[src/rtl/hello_seg_decoder.sv]
// rtl/hello_seg_decoder.sv - 7-segment pattern decoder with HELLO word detector
//
// Purpose:
//    Decodes a stream of active-low 7-segment patterns (one digit per valid
//    beat) back into 3-bit character codes and detects the word H-E-L-L-O in
//    the decoded stream, counting detections in a saturating counter.
//
// Optional feature macro: SEG_ERR_STICKY_EN
//    Defined   : o_seg_err sets on the first invalid pattern and holds until reset.
//    Undefined : o_seg_err is a one-cycle pulse per invalid beat.
//
// Ports:
//    i_clk          rising-edge clock
//    i_reset        synchronous active-high reset
//    i_seg_in       segment pattern, bit 0 = a ... bit 6 = g, active-low
//    i_seg_valid    i_seg_in is sampled this cycle
//    o_code_out     decoded character code (H=000 E=001 L=010 O=011 blank=100 invalid=111)
//    o_code_valid   o_code_out is valid this cycle
//    o_found        one-cycle pulse on completion of HELLO
//    o_word_count   saturating count of HELLO words detected
//    o_seg_err      unrecognised pattern seen
module hello_seg_decoder #(
   parameter int CNT_WIDTH = 8
) (
   input  logic                 i_clk,
   input  logic                 i_reset,
   input  logic [6:0]           i_seg_in,
   input  logic                 i_seg_valid,
   output logic [2:0]           o_code_out,
   output logic                 o_code_valid,
   output logic                 o_found,
   output logic [CNT_WIDTH-1:0] o_word_count,
   output logic                 o_seg_err
);

   // Patterns held as {g,f,e,d,c,b,a}, i.e. the a..g strings reversed.
   localparam logic [6:0] SEG_H     = 7'b0001001;
   localparam logic [6:0] SEG_E     = 7'b0000110;
   localparam logic [6:0] SEG_L     = 7'b1000111;
   localparam logic [6:0] SEG_O     = 7'b1000000;
   localparam logic [6:0] SEG_BLANK = 7'b1111111;

   localparam logic [2:0] CODE_H     = 3'b000;
   localparam logic [2:0] CODE_E     = 3'b001;
   localparam logic [2:0] CODE_L     = 3'b010;
   localparam logic [2:0] CODE_O     = 3'b011;
   localparam logic [2:0] CODE_BLANK = 3'b100;
   localparam logic [2:0] CODE_INV   = 3'b111;

   typedef enum logic [2:0] {
      IDLE   = 3'd0,
      S_H    = 3'd1,
      S_HE   = 3'd2,
      S_HEL  = 3'd3,
      S_HELL = 3'd4
   } state_t;

   state_t               r_state;
   state_t               w_state_next;
   logic                 w_found_next;
   logic [2:0]           w_code;
   logic [2:0]           r_code;
   logic                 r_code_valid;
   logic                 r_found;
   logic [CNT_WIDTH-1:0] r_word_count;
   logic                 r_seg_err;

   always_comb begin
      w_code = CODE_INV;
      case (i_seg_in)
         SEG_H:     w_code = CODE_H;
         SEG_E:     w_code = CODE_E;
         SEG_L:     w_code = CODE_L;
         SEG_O:     w_code = CODE_O;
         SEG_BLANK: w_code = CODE_BLANK;
         default:   w_code = CODE_INV;
      endcase
   end

   // Any mismatch that is itself an H restarts the match at S_H; blank and
   // invalid codes fall into the generic "else IDLE" path.
   always_comb begin
      w_state_next = r_state;
      w_found_next = 1'b0;
      if (i_seg_valid) begin
         w_state_next = (w_code == CODE_H) ? S_H : IDLE;
         case (r_state)
            S_H:    if (w_code == CODE_E) w_state_next = S_HE;
            S_HE:   if (w_code == CODE_L) w_state_next = S_HEL;
            S_HEL:  if (w_code == CODE_L) w_state_next = S_HELL;
            S_HELL: if (w_code == CODE_O) begin
                       w_state_next = IDLE;
                       w_found_next = 1'b1;
                    end
            default: ;
         endcase
      end
   end

   always_ff @(posedge i_clk) begin
      if (i_reset) begin
         r_state      <= IDLE;
         r_code       <= CODE_BLANK;
         r_code_valid <= 1'b0;
         r_found      <= 1'b0;
         r_word_count <= '0;
         r_seg_err    <= 1'b0;
      end else begin
         r_state      <= w_state_next;
         r_code_valid <= i_seg_valid;
         r_found      <= w_found_next;
         if (i_seg_valid) begin
            r_code <= w_code;
         end
         if (w_found_next && (r_word_count != '1)) begin
            r_word_count <= r_word_count + 1'b1;
         end
`ifdef SEG_ERR_STICKY_EN
         if (i_seg_valid && (w_code == CODE_INV)) begin
            r_seg_err <= 1'b1;
         end
`else
         r_seg_err <= i_seg_valid && (w_code == CODE_INV);
`endif
      end
   end

   assign o_code_out   = r_code;
   assign o_code_valid = r_code_valid;
   assign o_found      = r_found;
   assign o_word_count = r_word_count;
   assign o_seg_err    = r_seg_err;

endmodule

[config.mk]
export PLATFORM = sky130hd
export DESIGN_NAME = hello_seg_decoder
export DESIGN_NICKNAME = d
export VERILOG_FILES = /design/src/rtl/hello_seg_decoder.sv
export SDC_FILE = /design/constraint.sdc
export NUM_CORES = 1
export LEC_CHECK = 0
export CORE_ASPECT_RATIO = 1.25
export CORE_MARGIN = 2
export CORE_UTILIZATION = 49
export CTS_CLUSTER_DIAMETER = 150
export DETAILED_ROUTE_END_ITERATION = 10
export PLACE_DENSITY = 0.87
export SYNTH_ARGS = -nofsm -noshare
export SYNTH_HDL_FRONTEND = slang
export SYNTH_SLANG_ARGS = --single-unit
[constraint.sdc]
create_clock -name i_clk -period 2.3 [get_ports i_clk]
set_input_delay 0.345 -clock i_clk [delete_from_list [all_inputs] [get_ports i_clk]]
set_output_delay 0.345 -clock i_clk [all_outputs]
set_load 0.05 [all_outputs]
Figure 1. Metal 1.
The bar under the picture is 10 um long.
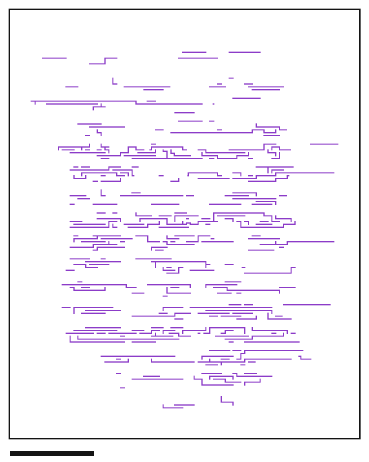
main direction: horizontal
wire length on this layer: 756 um
share of all routed wire: 42%
nets with wire on the layer: 111

Figure 2. Met2 routing.
The bar under the picture is 10 um long.
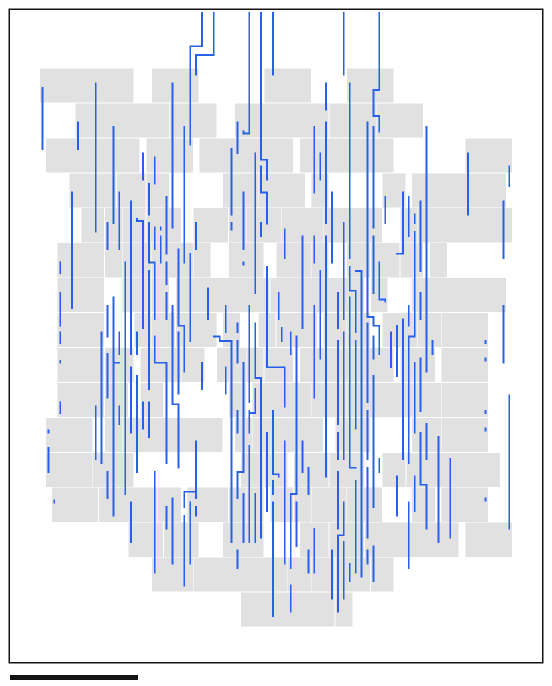
longest straight run: 23.8 um
share of all routed wire: 53%
nets with wire on the layer: 118
wire length on this layer: 950 um
main direction: vertical
Vias: 853
final WL: 1800 um
M2 GR Usage: 0.357

==> reports/qor.yml <==
outcome:
  outcome: "finished clean"
floorplanning:
  die_w_um: 41.4
  io_pins: 24
  fp.dieH_um: 50.8
synthesis:
  syn_area_um2: 857
  syn_avg_cell_area_um2: 8.66
  most_common_cell: "dfxtp_1"
  ys_cells: 99
  top_cell_area_share: 0.397
  ys_warn_count: 0
timing:
  finalCritPeriodShare: 0.845
  rsz0062_at_grt: "false"
  max_slew.worst_pin.slew_ns: 0.502
clock_tree:
  hold_buffers: 0
  cts_resized: 0
worst_hold_path:
  min_from: "o_code_out[0]"
  hold_end: "o_code_out[0]"
  hp-class: "register to register"
pwr:
  p_leak_nw: 0.387
  power_frac_comb: 0.145
  power_mw: 0.535
global_routing:
  grt_max_degree: 11
critical_path:
  required_ns: 2.52
  critPathKind: "input pin to register"
  cp-start-kind: "input pin"
  worstSetupEndpointType: "register"
  cp_slowest_stage_delay_ns: 0.52
final_layout:
  diodes: 0
Figure 3. Signal wires on met3.
The bar under the picture is 10 um long.
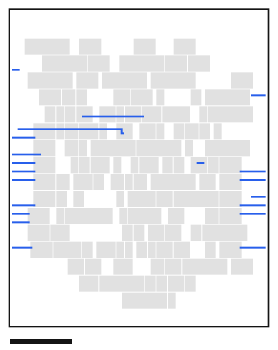
longest straight run: 16.6 um
main direction: horizontal
GRT met3 Usage: 0.0324

Figure 4. Placement density heat map.
8 x 10 tiles, from white (low) to dark blue (high), 0 to 100% covered.
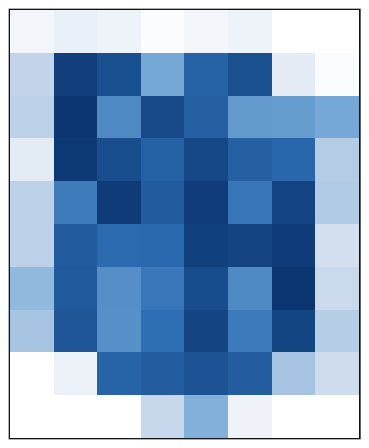
fullest tile: 98%
mean over tiles: 53%
nearly empty tiles: 11%
densest ninth of the die: center

==> how the worst max path moves through the flow <==
stage | from | end | slack [ns]
finish | i_seg_in[5] | o_word_count[7] | 0.36
global route | i_seg_in[5] | o_word_count[7] | 0.25
CTS | i_seg_in[5] | o_word_count[7] | 0.37
detailed placement | i_seg_in[5] | o_word_count[7] | 0.07
global placement | i_seg_in[5] | o_word_count[7] | 0.14
floorplan | o_word_count[0] | o_word_count[4] | 0.54
==> worst min-delay path, stage by stage (launching register included) <==
cell and delay [ns]:
dfxtp_1 0.32, nand3b_1 0.07, o31ai_1 0.06
==> final cells by class <==
cell class                 count  area share
inverter                       4      0.0132
multi-input combinational     74       0.421
clock buffer                   3      0.0198
tap                           18      0.0198
timing repair buffer          26       0.222
clock inverter                 1     0.00441
sequential                    17       0.300
==> sequential cells by signal (all words and copies together), names as in the netlist <==
signal / count
o_word_count: 8
r_state: 3
o_code_valid: 1
o_seg_err: 1
o_found: 1
o_code_out: 3
==> metal layers <==
metal,track usage,part of all wire
met3,0.0324,0.046
met4,0.0699,0.0050
met5,0,0
met2,0.357,0.53
met1,0.173,0.42
==> power groups by stage <==
stage	sequential (mW)	combinational, mW	clock (mW)
2_1_floorplan	0.327	0.0219	0
3_3_place_gp	0.309	0.0763	0
3_5_place_dp	0.310	0.0778	0
4_1_cts	0.303	0.0779	0.160
5_1_grt	0.304	0.0828	0.175
6_report	0.303	0.0778	0.154
==> per-stage QoR <==
step / hold slack (ns) / util / cell area, um^2 / cells / setup slack, ns
floorplan: 0.488 / - / 857 / 99 / 0.536
global placement: 0.476 / 0.692 / 1110 / 139 / 0.139
detailed placement: 0.480 / 0.692 / 1110 / 139 / 0.0651
CTS: 0.495 / 0.709 / 1140 / 143 / 0.367
global route: 0.533 / 0.709 / 1140 / 143 / 0.255
finish: 0.494 / 0.709 / 1140 / 143 / 0.357
==> placed cells by master, fill, tap and decap left out <==
master            n
and3b_1           1
nand3_1           8
a41oi_1           2
nor3_1            2
and4bb_2          1
a2bb2oi_1         1
buf_4             3
nand2_1           8
o21ai_0           5
and4_1            1
xor2_1            1
nor4b_1           1
clkbuf_4          3
a21oi_1           6
ha_1              1
clkinv_2          1
mux2i_1           1
a221oi_1          1
nor3b_1           2
o31ai_1           5
or4_1             4
nor2b_1           1
nor2_1            9
nor4_4            1
or3_1             4
clkdlybuf4s50_1  23
dfxtp_1          17
inv_1             4
a31oi_1           1
nor3b_2           1
a311oi_1          1
nand3b_1          1
nand4_1           3
o2111ai_2         1
==> cell families (layout without fill, tap and decap cells) <==
| kind of cell | count (synthesis) | in the layout | share of synthesized area |
|---|---|---|---|
| buffers and inverters | 8 | 34 | 0.0452 |
| adder cells (fa/ha/maj) | 1 | 1 | 0.0146 |
| AND-OR/OR-AND | 23 | 23 | 0.184 |
| multiplexers | 1 | 1 | 0.0117 |
| XOR/XNOR | 1 | 1 | 0.0102 |
| AND/OR/NAND/NOR | 48 | 48 | 0.337 |
| flip-flops | 17 | 17 | 0.397 |
No activity file was given, so power comes from the tool's default toggle rates.
